$ cat config.mk
export PLATFORM = sky130hd
export DESIGN_NAME = paralelo_serie_cond
export DESIGN_NICKNAME = d
export VERILOG_FILES = /design/src/rtl/paralelo_serie_cond.sv
export SDC_FILE = /design/constraint.sdc
export NUM_CORES = 1
export LEC_CHECK = 0
export ABC_AREA = 1
export CAP_MARGIN = 20
export CORE_MARGIN = 1.5
export CORE_UTILIZATION = 32
export DETAILED_ROUTE_END_ITERATION = 10
export HOLD_SLACK_MARGIN = 0.12
export SETUP_SLACK_MARGIN = 0.5
export SLEW_MARGIN = 5
export SYNTH_ARGS = -nofsm -noshare
export SYNTH_HDL_FRONTEND = slang
export SYNTH_SLANG_ARGS = --single-unit
export TNS_END_PERCENT = 10
$ cat constraint.sdc
create_clock -name clk_8f -period 1.75 [get_ports clk_8f]
set_clock_uncertainty 0.2 [all_clocks]
set_input_delay 0.35 -clock clk_8f [delete_from_list [all_inputs] [get_ports clk_8f]]
set_output_delay 0.35 -clock clk_8f [all_outputs]
set_load 0.005 [all_outputs]
$ cat src/rtl/paralelo_serie_cond.sv
// rtl/paralelo_serie_cond.sv - per-lane parallel-to-serial transmitter with comma preamble
module paralelo_serie_cond #(
    parameter logic [7:0]  COMMA       = 8'hBC,
    parameter int unsigned SYNC_COMMAS = 4
) (
    input  logic       clk_8f,
    input  logic       reset,
    input  logic [7:0] data_in,
    input  logic       valid_in,
    output logic       byte_req,
    output logic       data_out,
    output logic       sync_done
);

    localparam logic [3:0] SYNC_LAST = SYNC_COMMAS[3:0];

    typedef enum logic {
        ST_SYNC,
        ST_DATA
    } state_t;

    state_t     state_q;
    logic [2:0] bit_cnt_q;
    logic [7:0] shreg_q;
    logic [7:0] shreg_d;
    logic [3:0] comma_cnt_q;
    logic       data_out_q;
    logic       byte_req_q;
    logic       sync_done_q;
    logic       data_rule;

    // The load at the coming boundary takes upstream data: already in DATA,
    // or the preamble has just sent its last comma.
    assign data_rule = (state_q == ST_DATA) || (comma_cnt_q == SYNC_LAST);

    always_comb begin
        shreg_d = {shreg_q[6:0], 1'b0};
        if (bit_cnt_q == 3'd7) begin
            shreg_d = (data_rule && valid_in) ? data_in : COMMA;
        end
    end

    always_ff @(posedge clk_8f or negedge reset) begin
        if (!reset) begin
            state_q     <= ST_SYNC;
            bit_cnt_q   <= 3'd0;
            shreg_q     <= COMMA;
            comma_cnt_q <= 4'd1;
            data_out_q  <= 1'b0;
            byte_req_q  <= 1'b0;
            sync_done_q <= 1'b0;
        end else begin
            data_out_q <= shreg_q[7];
            bit_cnt_q  <= bit_cnt_q + 3'd1;
            shreg_q    <= shreg_d;
            // Raised one cycle ahead so it is high exactly while bit_cnt==7.
            byte_req_q <= (bit_cnt_q == 3'd6) && data_rule;
            if ((bit_cnt_q == 3'd7) && (state_q == ST_SYNC)) begin
                if (comma_cnt_q == SYNC_LAST) begin
                    state_q     <= ST_DATA;
                    sync_done_q <= 1'b1;
                end else begin
                    comma_cnt_q <= comma_cnt_q + 4'd1;
                end
            end
        end
    end

    assign data_out  = data_out_q;
    assign byte_req  = byte_req_q;
    assign sync_done = sync_done_q;

endmodule

==> notes.md, run 1 <==
run metrics: clock root buffer master=clkbuf_4, most frequent cells in the layout=19 x nand2_1, 15 x inv_1, 12 x dfrtp_1, setup TNS=0 ns, yosys synthesis warning count=0, largest fanout on the critical path=8, proportion of layout cells with a drive suffix above 1=0.330, Post-synth EDFFs=0, H-tree Lvls=1, Core Util, Final=0.458, Top cell excl fill/tap=nand2_1, All-Layer GR Usage=0.105, Tcrit/Tclk final=0.837, DR vias/cell=4.24, fp_density=0.336, final instance area=1120 µm², Pre-antenna DRT Iters=2, maxcap violations=0, combinational fraction of design power=0.069, Post-route DRC=0, Clk network pwr share=0.311, P_clk=216 µW, Leak Pwr=0.000578 µW, CTS Buf Count=3, Synth logic family=simple AND/OR/NAND/NOR gates, CP endpoint kind=flop, syn nets=104, Core ar.=2450 µm², Largest Register=shreg_q, well-tap cell count=30, f_max=683 MHz, Power Sequential=431 µW, OpenROAD warnings=31, post-CTS sizing=11, Hold Path Class=in2async, outcome=complete, no violations, Worst VDD drop=0.000575 V, # diodes=0, Setup Buffers After CTS=2, min Tclk post-route=1.46 ns, sw power=148 µW, number of synthesized register bits=18, fillers=236, critical path startpoint category=flop, Top-area cell share=0.364, CP Launch Point=bit_cnt_q[1]$_DFF_PN0_
## run 1: per-layer routing
layer,share of wire,global-route usage,vias up
li1,-,-,311
met1,0.48,0.134,267
met2,0.46,0.148,9
met3,0.046,0.0583,2
met4,0.011,0.0385,0
met5,0,0,-
## run 1: metrics by stage
| stage | worst slack, ns | power [µW] | cells |
|---|---|---|---|
| 3_3_place_gp | 0.254 | 487 | 132 |
| 6_report | 0.285 | 695 | 139 |
| 3_5_place_dp | 0.243 | 488 | 132 |
| 5_1_grt | 0.251 | 732 | 139 |
| 4_1_cts | 0.312 | 712 | 138 |
| 2_1_floorplan | 0.368 | 451 | 88 |
## run 1: worst max-delay path: stages (launching register included)
cell	delay, ns
dfrtp_1	0.43
ha_4	0.18
ha_4	0.17
buf_6	0.13
nand2_4	0.06
inv_6	0.04
and3_4	0.15
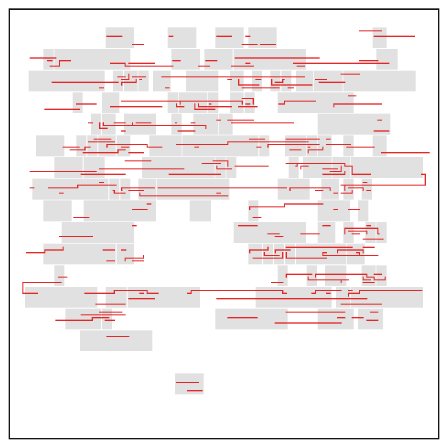
Figure 1: run 1, metal 1.
wire length on this layer: 672 µm
main direction: horizontal
met1 usage: 0.134
Vias: 589
final WL: 1400 µm

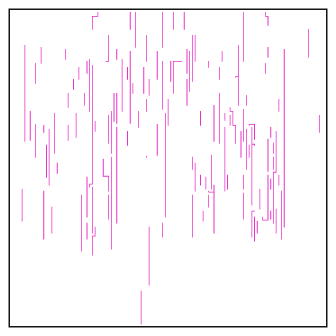
Figure 2: run 1, met2 routing.
main direction: vertical
wire length on this layer: 652 µm
routing usage on met2: 0.148

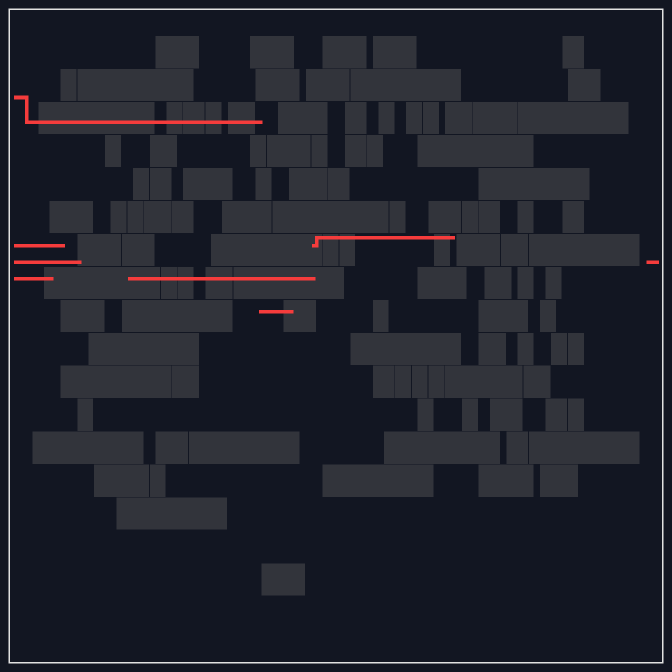
Figure 3: run 1, signal wires on met3.
main direction: horizontal
nets with wire on the layer: 6
share of all routed wire: 4.6%
met3 usage: 0.0583

==> inputs of run 2 (changes only) <==
clock period = 1.2 ns   (was 1.75 ns; I/O delays follow)
==> run 2 against run 1 <==
Compared with the run above: global-route usage up 2.1 points; the flow now finishes with violations (negative setup slack); synthesized cell count unchanged; maximum frequency up 2.0%; wire length up 1.4%; critical path depth down 1; sequential power up 46%; worst hold slack worse by 0.12 ns.
==> notes.md, run 2 <==
run metrics: outcome=finished with violations, failing checks=negative setup slack, post-placement worst setup slack=-0.230 ns, M1 wire length=634 µm, final setup vio count=17, yosys synthesis warning count=0, Core Util, Final=0.469, Worst VDD drop=0.00102 V, post-CTS sizing=11, combinational fraction of design power=0.070, CP delay by family, top=flip-flops, grt peak-use layer=met2, Clk network pwr share=0.349, f_max=696 MHz, clock root buffer master=clkbuf_4, critical path startpoint category=flop, well-tap cell count=30, Pre-antenna DRT Iters=2, Core ar.=2450 µm², Non-Filler Instances=142, placed cells=137, CP cell instances=ha_2, ha_4, or2_2, nand2_2, inv_1, met1 usage=0.149, number of synthesized register bits=18, Synth logic family=simple AND/OR/NAND/NOR gates, top sig layer=met4, Post-synth EDFFs=0, Slowest-stage cell, CP=dfrtp_1, Post-route DRC=0, Top-area cell share=0.364, Tcrit/Tclk final=1.20, Hold Path Class=in2async, Crit path depth=5, syn nets=104, Setup Buffers After CTS=1, fp_density=0.336, fin worst setup slack=-0.236 ns, setup TNS=-2.65 ns, crit-path max cell delay=0.40 ns, Leak Pwr=0.000596 µW, Largest Register=shreg_q
run 2: netlist changes by cell type in the layout (fill, tap and decap cells not counted), sizes merged:
cell,previous run,this run
clkdlybuf4s15,1,0
clkbuf,4,5
buf,6,9
run 2: worst min path at each step:
stage | startpoint | to | slack (ns) | cells after the start
after floorplan | reset | bit_cnt_q[0]$_DFF_PN0_ | -0.26 | 0
after global placement | shreg_q[7]$_DFF_PN1_ | data_out$_DFF_PN0_ | 0.18 | 0
after detailed placement | shreg_q[7]$_DFF_PN1_ | data_out$_DFF_PN0_ | 0.18 | 0
after CTS | reset | bit_cnt_q[0]$_DFF_PN0_ | 0.05 | 2
after global routing | reset | data_out$_DFF_PN0_ | 0.06 | 2
final | reset | data_out$_DFF_PN0_ | 0.06 | 2
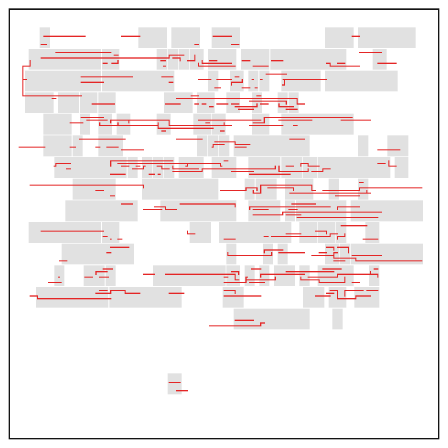
Figure 4: run 2, metal 1.
nets with wire on the layer: 115
share of all routed wire: 45%
longest straight run: 16.1 µm
main direction: horizontal
Vias: 619
final WL: 1420 µm

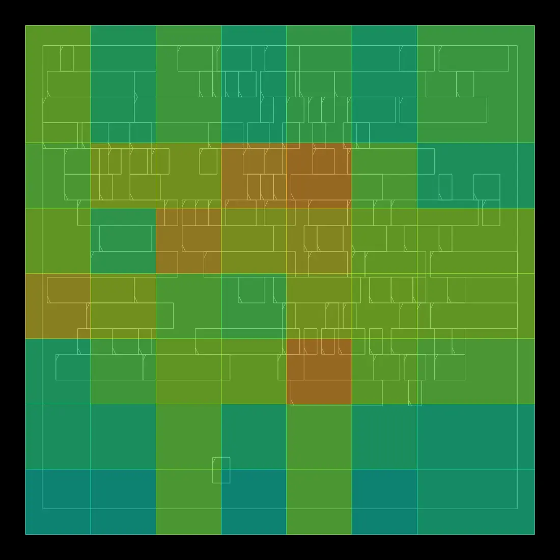
Figure 5: run 2, congestion heat map.
routing usage on met2: 0.181
met3 usage: 0.0667
Avg WL per Cell: 10.0 µm

No activity file was given, so power comes from the tool's default toggle rates.
